Design inst_prefetch, sky130hd; sources not shown.
Figure 1. Metal 2.
(4 px per micron)
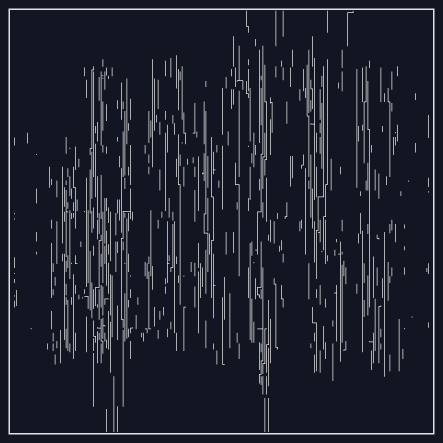
nets with wire on the layer: 282
wire length on this layer: 3340 microns
longest straight run: 44.4 microns
share of all routed wire: 48%
drt total wl: 7010 microns
met2 GRT Util: 22.1%
vias: 2261

Figure 2. Wiring by layer.
(2 px per micron) Only two layers are drawn.
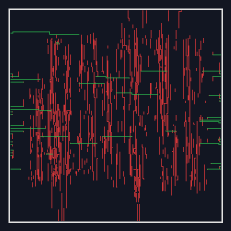
| layer | color | wire length |
|---|---|---|
| metal 2 | red | 3340 microns |
| metal 3 | green | 328 microns |
DR WL/cell: 15.7 microns
gr usage total: 13.3%

==> Changelog: implementation <==
### Metrics

- # nets final: 341
- Max clock buf depth: 2
- Critical Path Stages: 5
- GP Congestion: 0.774
- Rel. slew slack: 39.2%
- Comb/total area: 26.9%
- Worst Path Class, Setup: in2out
- Repair and plain buffers: 60
- Compound Share, Synth: 5.04%
- Final hold viol count: 0
- Die height: 106 microns
- Most numerous logic cell after layout: edfxtp_1
- H-tree levels: 3
- Leakage: 1.52 nW
- Diodes inserted: 0
- Flop count: 90
- Root Buffer: clkbuf_8
- Non-Filler Instances: 447
- Pint: 0.00158 W
- Tool Warnings: 29
- Synth Seq Share: 63.9%
- Comb pwr share: 4.7%
- Pins Over Slew Limit: 0
- Clk ins delay skew pair: 0.34 ns
- CP endpoint kind: primary output
- Status: finished, final reports clean
- Reg2Reg Setup Slack: 0.79 ns
- P_seq: 0.00120 W
- Clk tree area frac: 4.12%
- Worst reg-to-reg path cell count: 9
- Die W: 106 microns
- Gr ovfl total: 0
- Clk pwr: 0.000708 W
- PwrDens: 434 nW/um^2
- Number of flip-flops in the largest register: 64
- Slowest stage delay, CP: 0.54 ns
- Comb area: 1240 sq um
- Post-layout util: 49.8%
- FP Rows: 35
- Cts hold-fix bufs: 0
- Finished Cell Area: 4620 sq um
- Top delay family on crit path: buffers and inverters
- Synth top cells by count: 64 x edfxtp_1, 26 x dfxtp_1, 17 x nor2b_1
- Vias in the first global route: 2300
- Top-count cell post-synth: edfxtp_1
- Hold path cells: 2
- FP Util: 41.2%
- Final period util: 94.6%
- Sequential power share: 60.0%
- CTS tree: built
- Final WS setup: 0.185 ns
- Top comb family, area: simple AND/OR/NAND/NOR gates
- Met2 WL: 3340 microns
- Fin Hold WS: 0.348 ns
- Crit path required time: 2.57 ns
- Layout area overhead: 20.9%
- Crit path buffers/inverters: 4
- Peak VDD IR: 0.207 mV
- XOR Share, Synth: 1.77%
- Synth Flop Type: edfxtp_1
- Max Cap Viol: 0
- Via density: 5.06
- DP Cell Count: 433
- Slowest CP cell: clkdlybuf4s50_1
- DR iter-0 viols: 70
- FILL cells: 838
Power figures rest on the tool's default switching activity, not on a simulated workload.
